**src/rtl/mem_writer_pkg.sv**
```systemverilog
// Shared constants for the display-RAM burst loader: FSM state encoding
// and default address/data widths.
package mem_writer_pkg;

    localparam int STATE_W    = 2;
    localparam int DEF_ADDR_W = 8;
    localparam int DEF_DATA_W = 8;

    typedef enum logic [STATE_W-1:0] {
        ST_IDLE = 2'd0,
        ST_LOAD = 2'd1,
        ST_DONE = 2'd2
    } state_t;

endpackage

```
**src/rtl/mem_writer_ptr.sv**
```systemverilog
// Loadable write-address up-counter. The pointer wraps modulo 2**ADDR_W,
// so a burst that runs off the top of the RAM continues at address 0.
module mem_writer_ptr
    import mem_writer_pkg::*;
#(
    parameter int ADDR_W = DEF_ADDR_W
) (
    input  logic              clock,
    input  logic              reset,
    input  logic              load,
    input  logic [ADDR_W-1:0] load_val,
    input  logic              inc,
    output logic [ADDR_W-1:0] ptr
);

    // Load takes priority over increment; natural overflow gives the wrap.
    always_ff @(posedge clock or posedge reset) begin
        if (reset) begin
            ptr <= '0;
        end else if (load) begin
            ptr <= load_val;
        end else if (inc) begin
            ptr <= ptr + ADDR_W'(1);
        end
    end

endmodule

```
**src/rtl/mem_writer.sv**
```systemverilog
// Burst loader for the 256x8 display RAM: accepts a byte stream over a
// valid/ready handshake and writes it at consecutive addresses from a
// programmable base, one registered write per accepted byte.
// Optional feature: define MEM_WRITER_CHECKSUM_EN to build the running
// byte-sum output; otherwise checksum is tied to zero.
module mem_writer
    import mem_writer_pkg::*;
#(
    parameter int ADDR_W = DEF_ADDR_W,
    parameter int DATA_W = DEF_DATA_W
) (
    input  logic              clock,
    input  logic              reset,
    input  logic              start,
    input  logic [ADDR_W-1:0] base_addr,
    input  logic [ADDR_W:0]   length,
    input  logic              in_valid,
    input  logic [DATA_W-1:0] in_data,
    output logic              in_ready,
    output logic              wr_en,
    output logic [ADDR_W-1:0] wr_addr,
    output logic [DATA_W-1:0] wr_data,
    output logic              busy,
    output logic              done,
    output logic [ADDR_W:0]   count,
    output logic [DATA_W-1:0] checksum
);

    state_t            state;
    state_t            state_next;
    logic [ADDR_W:0]   remaining;
    logic [ADDR_W-1:0] ptr;
    logic              start_go;
    logic              accept;
    logic              last_byte;

    // start is only honoured in IDLE; bytes are only taken in LOAD.
    assign start_go  = (state == ST_IDLE) && start;
    assign accept    = (state == ST_LOAD) && in_valid;
    assign last_byte = (remaining == (ADDR_W+1)'(1));

    // State register.
    always_ff @(posedge clock or posedge reset) begin
        if (reset) begin
            state <= ST_IDLE;
        end else begin
            state <= state_next;
        end
    end

    // Next-state decode; a zero-length start goes straight to DONE.
    always_comb begin
        state_next = state;
        case (state)
            ST_IDLE: begin
                if (start) begin
                    state_next = (length == '0) ? ST_DONE : ST_LOAD;
                end
            end
            ST_LOAD: begin
                if (accept && last_byte) begin
                    state_next = ST_DONE;
                end
            end
            ST_DONE: state_next = ST_IDLE;
            default: state_next = ST_IDLE;
        endcase
    end

    // Status outputs decoded from the registered state only, so in_ready
    // never depends combinationally on in_valid.
    always_comb begin
        in_ready = 1'b0;
        busy     = 1'b0;
        done     = 1'b0;
        case (state)
            ST_LOAD: begin
                in_ready = 1'b1;
                busy     = 1'b1;
            end
            ST_DONE: begin
                busy = 1'b1;
                done = 1'b1;
            end
            default: ;
        endcase
    end

    mem_writer_ptr #(
        .ADDR_W (ADDR_W)
    ) u_ptr (
        .clock    (clock),
        .reset    (reset),
        .load     (start_go),
        .load_val (base_addr),
        .inc      (accept),
        .ptr      (ptr)
    );

    // Write port registers and session counters; the write strobe is the
    // acceptance delayed by one cycle, and count holds after the session.
    always_ff @(posedge clock or posedge reset) begin
        if (reset) begin
            wr_en     <= 1'b0;
            wr_addr   <= '0;
            wr_data   <= '0;
            remaining <= '0;
            count     <= '0;
        end else begin
            wr_en <= accept;
            if (start_go) begin
                remaining <= length;
                count     <= '0;
            end else if (accept) begin
                wr_addr   <= ptr;
                wr_data   <= in_data;
                remaining <= remaining - (ADDR_W+1)'(1);
                count     <= count + (ADDR_W+1)'(1);
            end
        end
    end

`ifdef MEM_WRITER_CHECKSUM_EN
    logic [DATA_W-1:0] sum;

    // Running modulo-2**DATA_W sum of accepted bytes, cleared on start.
    always_ff @(posedge clock or posedge reset) begin
        if (reset) begin
            sum <= '0;
        end else if (start_go) begin
            sum <= '0;
        end else if (accept) begin
            sum <= sum + in_data;
        end
    end

    assign checksum = sum;
`else
    assign checksum = '0;
`endif

endmodule

```
**config.mk**
```make
export PLATFORM = sky130hd
export DESIGN_NAME = mem_writer
export DESIGN_NICKNAME = d
export VERILOG_FILES = /design/src/rtl/mem_writer_pkg.sv /design/src/rtl/mem_writer_ptr.sv /design/src/rtl/mem_writer.sv
export SDC_FILE = /design/constraint.sdc
export NUM_CORES = 1
export LEC_CHECK = 0
export CAP_MARGIN = 0
export CORE_AREA = 4 4 100 102
export CTS_CLUSTER_SIZE = 12
export DETAILED_ROUTE_END_ITERATION = 10
export DIE_AREA = 0 0 104 106
export HOLD_SLACK_MARGIN = 0.1
export PLACE_DENSITY = 0.55
export SYNTH_ARGS = -nofsm -noshare
export SYNTH_HDL_FRONTEND = slang
export SYNTH_SLANG_ARGS = --single-unit
```
**constraint.sdc**
```tcl
create_clock -name clock -period 3.2 [get_ports clock]
set_clock_uncertainty 0.05 [all_clocks]
set_input_delay 0.32 -clock clock [delete_from_list [all_inputs] [get_ports clock]]
set_output_delay 0.32 -clock clock [all_outputs]
set_load 0.01 [all_outputs]
```
Figure 1. Cells coloured by class.
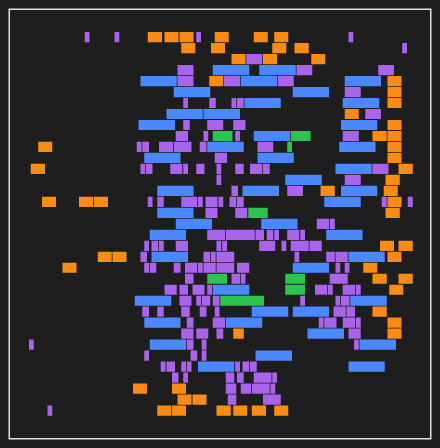
Key: blue = flops [cells 45, share of their area 39%]; orange = other buffers and delay cells [cells 58, share of their area 20%]; purple = combinational and other logic [cells 157, share of their area 36%]; green = clock drivers and dummy loads [cells 8, share of their area 4.1%]
final core occ: 32.9%
Seq/total area: 37.6%
Rows: 35
core area: 0.00911 sq mm
Finished Cell Area: 0.00300 sq mm

Figure 2. Local utilization.
10 x 11 tiles, from black (low) to pale yellow (high), 0 to 100% covered.
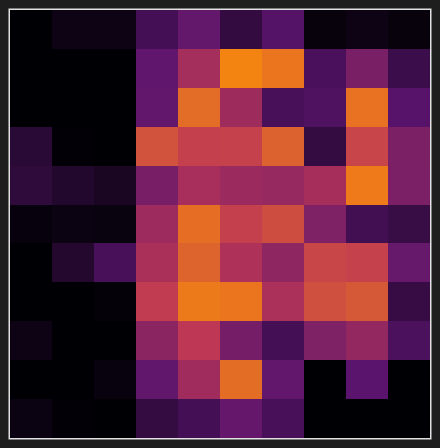
The fullest tile reaches 73%. 24% of the tiles are nearly empty. The mean over all tiles is 26%.

==> impl_metrics.csv <==
group,metric,value,unit
status,status,"finished, final reports clean",
synthesis,syn_avg_cell_area,10.7,sq um
pwr,p_per_area,795,mW/mm^2
critical_path,crit_type,"reg2out",
floorplan,ios,66,
final_layout,syn_to_final_growth,32.9,%
final_layout,layout-drive-gt1-share,11.2,%
floorplan,fp.dieW,104,microns
global_routing,grt_pass1_wl,8340,microns
synthesis,top_area_cell,"dfrtp_1",
drt,drc,0,
pwr,ir_drop,222,uV
clock_tree,worstSkewPairLatency,0.29,ns
clock_tree,path_clk_slew,0.09,ns
clock_tree,clockBufferDepth,2,
sta,finalClockPeriodUsage,65.1,%
synthesis,yosysSeqAreaShare,49.9,%
drt,post_drt_via_cell_ratio,4.37,
pwr,internal_power,1.57,mW
synthesis,top_cell,"dfrtp_1",
pwr,power_switching,0.815,mW
final_layout,diodes,0,
pwr,power.share.switching,34.2,%
pwr,powerClk,0.446,mW
final_layout,mi_logic_area,0.00101,sq mm
synthesis,syn_inst,210,
pwr,comb_power,0.955,mW
sta,layout_setup_ws,1.12,ns
critical_path,crit_chain,"inv_1 -> ha_1 -> clkdlybuf4s50_1",
run,warnings,29,
final_layout,n_all_inverters,7,
final_layout,clk_share,3.88,%
pwr,combPwrFrac,40.1,%
placement,pre_cts_slack,1.26,ns
synthesis,ys_cells,210,
[sequential cells by signal, summed over array words and instances, names as in the netlist]
| signal | count |
|---|---|
| remaining | 9 |
| u_ptr.ptr | 8 |
| count | 9 |
| wr_data | 8 |
| wr_addr | 8 |
| wr_en | 1 |
| state | 2 |
[final timing paths]
check | cells past startpoint | to | start
worst min register to register | 1 | wr_addr[6] | wr_addr[6]
worst min-delay path | 1 | wr_addr[6] | wr_addr[6]
min in group asynchronous | 2 | wr_data[6] | reset
max in group asynchronous | 2 | remaining[5] | reset
worst max-delay path | 3 | in_ready | state[1]
worst max register to register | 5 | wr_data[7] | state[1]
[kinds of logic after synthesis]
family | synth area share [%]
fa+ha+maj | 3.88
other cells | 0.166
xor+xnor | 8.93
simple gates | 16.2
mux | 8.43
compound gates | 5.83
flops | 49.9
buf+inv | 6.60
No activity file was given, so power comes from the tool's default toggle rates.
